===== config.mk =====
export PLATFORM = sky130hd
export DESIGN_NAME = uart_word_tx
export DESIGN_NICKNAME = d
export VERILOG_FILES = /design/src/rtl/uart_word_pkg.sv /design/src/rtl/uart_word_fifo.sv /design/src/rtl/uart_word_tx.sv
export SDC_FILE = /design/constraint.sdc
export NUM_CORES = 1
export LEC_CHECK = 0
export CAP_MARGIN = 30
export CORE_MARGIN = 5
export CORE_UTILIZATION = 62
export DETAILED_ROUTE_END_ITERATION = 8
export PLACE_DENSITY = 0.83
export SLEW_MARGIN = 20
export SYNTH_ARGS = -nofsm -noshare
export SYNTH_HDL_FRONTEND = slang
export SYNTH_HIERARCHICAL = 1
export SYNTH_SLANG_ARGS = --single-unit

===== constraint.sdc =====
create_clock -name clk -period 9 [get_ports clk]
set_clock_uncertainty 0.15 [all_clocks]
set_input_delay 2.7 -clock clk [delete_from_list [all_inputs] [get_ports clk]]
set_output_delay 2.7 -clock clk [all_outputs]
set_load 0.02 [all_outputs]

===== src/rtl/uart_word_pkg.sv =====
// Shared definitions for the UART word transmitter.
//   - FSM state encodings (IDLE, START, DATA, STOP)
//   - TX_IDLE_LEVEL: UART line level when no frame is in flight
//   - byte_cnt_w(): width of a counter that indexes n_frames frames
package uart_word_pkg;

  localparam logic [1:0] ST_IDLE  = 2'd0;
  localparam logic [1:0] ST_START = 2'd1;
  localparam logic [1:0] ST_DATA  = 2'd2;
  localparam logic [1:0] ST_STOP  = 2'd3;

  localparam logic TX_IDLE_LEVEL = 1'b1;

  // A single-frame word still needs a 1-bit counter.
  function automatic int unsigned byte_cnt_w(input int unsigned n_frames);
    return (n_frames > 1) ? $clog2(n_frames) : 1;
  endfunction

endpackage


===== src/rtl/uart_word_fifo.sv =====
// Synchronous word FIFO, first-word-fall-through read port.
// Ports:
//   clk, rst       clock, asynchronous active-high reset
//   push, din      write request and data (ignored when full)
//   pop            read request (ignored when empty), dout shows the head word
//   full, empty    occupancy flags derived from level
//   level          current occupancy, 0..DEPTH
module uart_word_fifo #(
  parameter int unsigned WIDTH = 64,
  parameter int unsigned DEPTH = 4
) (
  input  logic                     clk,
  input  logic                     rst,
  input  logic                     push,
  input  logic                     pop,
  input  logic [WIDTH-1:0]         din,
  output logic [WIDTH-1:0]         dout,
  output logic                     full,
  output logic                     empty,
  output logic [$clog2(DEPTH):0]   level
);

  localparam int unsigned AW = $clog2(DEPTH);
  localparam int unsigned LW = AW + 1;

  logic [WIDTH-1:0] mem [DEPTH];
  logic [AW-1:0]    wr_ptr;
  logic [AW-1:0]    rd_ptr;
  logic             do_push;
  logic             do_pop;

  assign full    = (level == LW'(DEPTH));
  assign empty   = (level == '0);
  // A full FIFO never accepts, even if a pop happens on the same edge.
  assign do_push = push && !full;
  assign do_pop  = pop && !empty;
  assign dout    = mem[rd_ptr];

  // Pointers and occupancy; DEPTH is a power of two so pointers wrap naturally.
  always_ff @(posedge clk or posedge rst) begin
    if (rst) begin
      wr_ptr <= '0;
      rd_ptr <= '0;
      level  <= '0;
    end else begin
      if (do_push) wr_ptr <= wr_ptr + AW'(1);
      if (do_pop)  rd_ptr <= rd_ptr + AW'(1);
      case ({do_push, do_pop})
        2'b10:   level <= level + LW'(1);
        2'b01:   level <= level - LW'(1);
        default: level <= level;
      endcase
    end
  end

  // Storage array, no reset needed.
  always_ff @(posedge clk) begin
    if (do_push) mem[wr_ptr] <= din;
  end

endmodule


===== src/rtl/uart_word_tx.sv =====
// UART word transmitter: buffers WORD_W-bit words and sends each one as
// WORD_W/8 back-to-back 8N1 frames on tx.
// Optional feature: define UART_WORD_TX_CHECKSUM_EN to append one frame
// carrying the XOR of all bytes of the word.
// Ports:
//   clk, rst     clock, asynchronous active-high reset
//   tx_en        word valid; tx_reg sampled when tx_en && tx_ready
//   tx_ready     FIFO not full (combinational)
//   tx_busy      FSM active or FIFO non-empty (combinational)
//   overflow     sticky: tx_en seen while tx_ready was low
//   fifo_level   FIFO occupancy
//   tx           registered UART line, idle high
module uart_word_tx
  import uart_word_pkg::*;
#(
  parameter int unsigned WORD_W         = 64,
  parameter int unsigned FIFO_DEPTH     = 4,
  parameter int unsigned CLKS_PER_BIT   = 87,
  parameter bit          MSB_BYTE_FIRST = 1'b1
) (
  input  logic                          clk,
  input  logic                          rst,
  input  logic                          tx_en,
  input  logic [WORD_W-1:0]             tx_reg,
  output logic                          tx_ready,
  output logic                          tx_busy,
  output logic                          overflow,
  output logic [$clog2(FIFO_DEPTH):0]   fifo_level,
  output logic                          tx
);

  localparam int unsigned N_BYTES = WORD_W / 8;
`ifdef UART_WORD_TX_CHECKSUM_EN
  localparam int unsigned N_FRAMES = N_BYTES + 1;
`else
  localparam int unsigned N_FRAMES = N_BYTES;
`endif
  localparam int unsigned BCW = byte_cnt_w(N_FRAMES);
  localparam int unsigned TW  = $clog2(CLKS_PER_BIT);

  logic [1:0]        state_q, state_d;
  logic [TW-1:0]     timer_q, timer_d;
  logic [2:0]        bit_q, bit_d;
  logic [BCW-1:0]    byte_q, byte_d;
  logic [WORD_W-1:0] shreg_q, shreg_d;
  logic              tx_d;

  logic [WORD_W-1:0] fifo_dout;
  logic              fifo_full;
  logic              fifo_empty;
  logic              push_c;
  logic              pop_c;
  logic              timer_done_c;
  logic              last_frame_c;
  logic [7:0]        cur_byte_c;

`ifdef UART_WORD_TX_CHECKSUM_EN
  logic [7:0] csum_q, csum_d;
  logic [7:0] word_xor_c;

  // XOR of every byte of the head word, captured at pop time.
  always_comb begin
    word_xor_c = '0;
    for (int i = 0; i < int'(N_BYTES); i++) begin
      word_xor_c = word_xor_c ^ fifo_dout[i*8 +: 8];
    end
  end
`endif

  assign push_c     = tx_en && tx_ready;
  assign tx_ready   = !fifo_full;
  assign tx_busy    = (state_q != ST_IDLE) || !fifo_empty;

  uart_word_fifo #(
    .WIDTH (WORD_W),
    .DEPTH (FIFO_DEPTH)
  ) u_fifo (
    .clk   (clk),
    .rst   (rst),
    .push  (push_c),
    .pop   (pop_c),
    .din   (tx_reg),
    .dout  (fifo_dout),
    .full  (fifo_full),
    .empty (fifo_empty),
    .level (fifo_level)
  );

  assign timer_done_c = (timer_q == TW'(CLKS_PER_BIT - 1));
  assign last_frame_c = (byte_q == BCW'(N_FRAMES - 1));

  // Current byte: the shift register always presents the next byte at one end.
  always_comb begin
    cur_byte_c = MSB_BYTE_FIRST ? shreg_q[WORD_W-1 -: 8] : shreg_q[7:0];
`ifdef UART_WORD_TX_CHECKSUM_EN
    if (byte_q == BCW'(N_BYTES)) cur_byte_c = csum_q;
`endif
  end

  // Next-state and datapath logic; tx_d is the line level for this state.
  always_comb begin
    state_d = state_q;
    timer_d = timer_done_c ? '0 : timer_q + TW'(1);
    bit_d   = bit_q;
    byte_d  = byte_q;
    shreg_d = shreg_q;
    pop_c   = 1'b0;
    tx_d    = TX_IDLE_LEVEL;
`ifdef UART_WORD_TX_CHECKSUM_EN
    csum_d  = csum_q;
`endif
    case (state_q)
      ST_IDLE: begin
        timer_d = '0;
        if (!fifo_empty) begin
          pop_c   = 1'b1;
          shreg_d = fifo_dout;
          byte_d  = '0;
          bit_d   = '0;
          state_d = ST_START;
`ifdef UART_WORD_TX_CHECKSUM_EN
          csum_d  = word_xor_c;
`endif
        end
      end
      ST_START: begin
        tx_d = 1'b0;
        if (timer_done_c) begin
          bit_d   = '0;
          state_d = ST_DATA;
        end
      end
      ST_DATA: begin
        tx_d = cur_byte_c[bit_q];
        if (timer_done_c) begin
          if (bit_q == 3'd7) state_d = ST_STOP;
          else               bit_d   = bit_q + 3'd1;
        end
      end
      ST_STOP: begin
        tx_d = TX_IDLE_LEVEL;
        if (timer_done_c) begin
          if (last_frame_c) begin
            state_d = ST_IDLE;
          end else begin
            byte_d  = byte_q + BCW'(1);
            shreg_d = MSB_BYTE_FIRST ? (shreg_q << 8) : (shreg_q >> 8);
            state_d = ST_START;
          end
        end
      end
      default: state_d = ST_IDLE;
    endcase
  end

  // State, datapath and output registers.
  always_ff @(posedge clk or posedge rst) begin
    if (rst) begin
      state_q  <= ST_IDLE;
      timer_q  <= '0;
      bit_q    <= '0;
      byte_q   <= '0;
      shreg_q  <= '0;
      tx       <= TX_IDLE_LEVEL;
      overflow <= 1'b0;
`ifdef UART_WORD_TX_CHECKSUM_EN
      csum_q   <= '0;
`endif
    end else begin
      state_q  <= state_d;
      timer_q  <= timer_d;
      bit_q    <= bit_d;
      byte_q   <= byte_d;
      shreg_q  <= shreg_d;
      tx       <= tx_d;
      overflow <= overflow | (tx_en & ~tx_ready);
`ifdef UART_WORD_TX_CHECKSUM_EN
      csum_q   <= csum_d;
`endif
    end
  end

endmodule


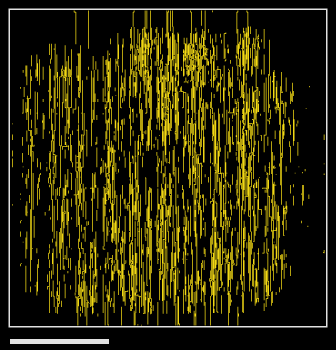
(images/layer_met2.png)
The bar under the picture is 50 um long.
main direction	vertical
nets with wire on the layer	794

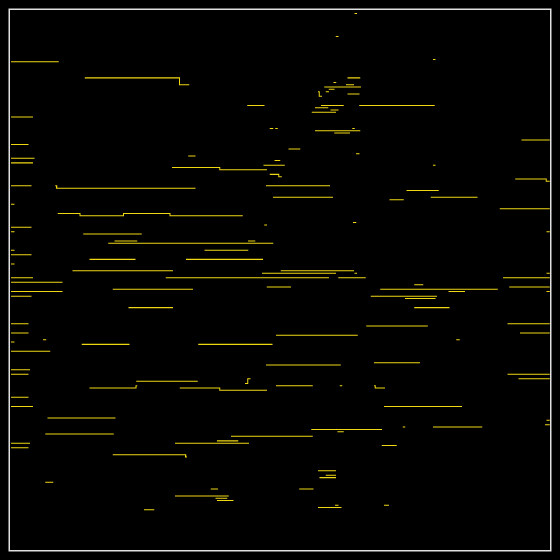
(images/layer_met3.png)
main direction	horizontal
share of all routed wire	5.4%
wire length on this layer	1380 um
longest straight run	48.5 um
nets with wire on the layer	89

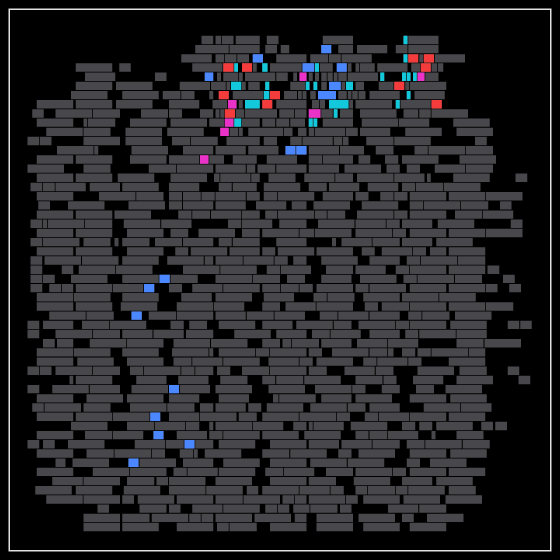
(images/logic_types.png)
color	family	cells	most used
magenta	and/or cells	7	and2_2
red	xor and xnor cells	11	xnor2_1
cyan	nor cells	23	nor2_1
blue	non-inverting ao/oa cells	17	a22o_1

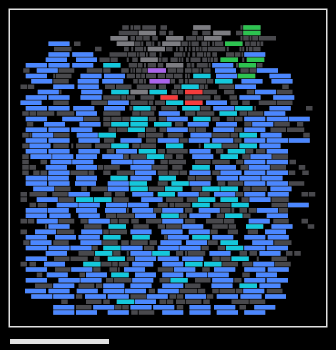
(images/flops_by_reg.png)
The bar under the picture is 50 um long. Other sequential cells in the stronger gray, the rest of the logic in the fainter gray.
color	name in the netlist	sequential cells
green	timer_q	7
blue	u_fifo/mem	256
cyan	shreg_q	64
purple	u_fifo/rd_ptr	2
red	bit_q	3
not colored	12

==> job_summary.md <==
### Flow metrics

| Metric | Value |
|---|---|
| Clk buf depth | 3 |
| Final TNS setup | 0 ns |
| Aoi share | 0.0160 |
| Xor/xnor share | 0.00692 |
| Post-CTS Resized | 0 |
| Number of enable flip-flop cells | approximately 260 |
| Unrepaired setup endpoints after global routing | no |
| Worst-path fanout max | 7 |
| Crit Path Class | reg2out |
| RD Place Congestion | 0.771 |
| Syn. warnings | 6 |
| Final #Nets | between 800 and 900 |
| Port-buffer cells | between 70 and 80 |
| Rel. slew slack | 0.329 |
| Clock latency on the worst-skew pair | 0.51 ns |
| CTS tree | built |
| Largest Register | u_fifo/mem |
| Commonest flop | edfxtp_1 |
| Core area | 22000 sq um |
| Via total after detailed routing | 6601 |
| Mux frac, synth | 0.213 |
| # Cells Yosys | 671 |
| Startpoint type of the worst setup path | flop |
| Proportion of layout cells with a drive suffix above 1 | 0.319 |
| Achievable Freq | 191 MHz |
| Slew @ Worst Pin | 1.01 ns |
| Die Width | 160 um |
| Pleak | approximately 5.7 nW |
| Post-Synthesis Net Count | 754 |
| Post-CTS setup repair buffer count | 0 |
| DR pass1 iterations | 5 |
| CTS root buf | clkbuf_16 |
| DIE AREA | 25500 sq um |
| Antenna-violating nets left | 0 |
| Data arrival time of the worst path | 2.37 ns |
| Data required, critical path | 6.15 ns |
| H-tree depth | 2 |
| Antenna violations before repair | 1 |
| Synth logic family | multiplexers |
| Post-Synth Simple-Gate Area | 0.0158 |
| Tcrit/Tclk final | 0.580 |
| I/O pin count | about 74 |
| Vias in the first global route | ~7000 |
| Via density per instance | 6.15 |
| CTS buffer count | 35 |
| Drt drc | 0 |
| Tool warnings | 33 |
| Cts hold-fix bufs | 0 |
| Outcome | complete, no violations |
| Fin. Hold Viols | 0 |
| Fillers | 1192 |
| Drt wl/cell | 23.9 um |
| Total track usage | 0.205 |
| Clock slew at reported path FFs | approximately 0.060 ns |
| MaxCap Viol Count | 0 |
| PD cells | 347 nW/um^2 |
| Fin crit period | 5.22 ns |
| First-pass GRT wire length | 40800 um |
| Max reg flops | 256 |
| Cells after Synth | roughly 670 |
| Grt ovf | 0 |
| Yosys chip area | 13900 sq um |
| Slew Limit Fails | 0 |
| Worst vdd ir | 226 uV |
| Adder share | 0.0149 |
| Largest net degree at the start of global routing | 66 |
| Asr flop ratio synth | 0.256 |
| Post-synthesis average cell area | roughly 21 sq um |
| Endpoint class of the critical path | output pin |
| Top Registers | u_fifo/mem x256, shreg_q x64, timer_q x7 |
| Initial DRC count | 512 |
## synth_stat cells (6+ instances only)
library cell / instances / area, sq um
mux4_2: 66 / 1490
nor2_1: 16 / 60.1
a22o_1: 12 / 105
inv_1: 17 / 63.8
mux2_2: 76 / 856
mux2_4: 36 / 541
edfxtp_1: 256 / 7690
ha_1: 15 / 188
xnor2_1: 6 / 52.6
dfrtp_1: 87 / 2180
buf_2: 8 / 40.0
## area by class of cell
cell class	count	area, sq um	area share
multi-input cells	281	3720	0.232
clock inverters	12	87.6	0.00546
flip-flops and latches	344	9900	0.616
diodes	1	2.50	0.000156
repair buffers	87	913	0.0569
well taps	280	350	0.0218
inverters	18	68.8	0.00429
clock buffers	50	1010	0.0632
## kinds of logic (layout without fill, tap and decap cells)
| family | count (synthesis) | in the layout |
|---|---|---|
| muxes | 186 | 186 |
| adders and majority gates | 16 | 16 |
| buffers and inverters | 46 | 167 |
| AOI/OAI and AO/OA | 28 | 28 |
| DFF | 344 | 344 |
| xor gates and xnor gates | 11 | 11 |
| and+or+nand+nor | 40 | 40 |
| other | 0 | 1 |
## worst paths after layout
path                             startpoint              end  slack, ns  cells past startpoint
hold / removal                     overflow         overflow       0.32                      1
setup / recovery            u_fifo/level[0]          tx_busy       3.78                      4
max in group asynchronous               rst               tx       5.52                      4
min in group asynchronous               rst  u_fifo/level[0]       2.36                      2
hold reg to reg                    overflow         overflow       0.32                      1
setup reg to reg           u_fifo/rd_ptr[0]      shreg_q[59]       5.92                      4
## through the flow
stage	hold WS (ns)	util	worst slack, ns	instance area, sq um	instances
detailed placement	0.314	0.678	3.83	14900	1007
finish	0.322	0.731	3.78	16100	1073
CTS	0.327	0.728	3.77	16000	1069
global route	0.354	0.731	3.62	16100	1073
global placement	0.292	0.676	3.96	14800	1005
floorplan	0.297	-	3.83	13900	671
## per-layer routing
| metal | share of wire | track usage |
|---|---|---|
| met5 | 0 | 0 |
| met4 | 0.030 | 0.0626 |
| met3 | 0.054 | 0.0371 |
| met2 | 0.49 | 0.340 |
| met1 | 0.42 | 0.283 |
## where the power goes
| part | internal [mW] | total, mW | leakage [nW] | switching, mW |
|---|---|---|---|---|
| clock network | 0.814 | 1.38 | 0.534 | 0.564 |
| registers | 2.17 | 2.39 | 3.40 | 0.219 |
| logic | 0.986 | 1.80 | 1.78 | 0.815 |
## critical path, stage by stage, from the launching register on
cell and delay [ns]:
dfrtp_1 0.45, nor3_1 0.41, and2_1 0.24, clkinv_1 0.18, clkdlybuf4s50_1 0.59
No activity file was given, so power comes from the tool's default toggle rates.
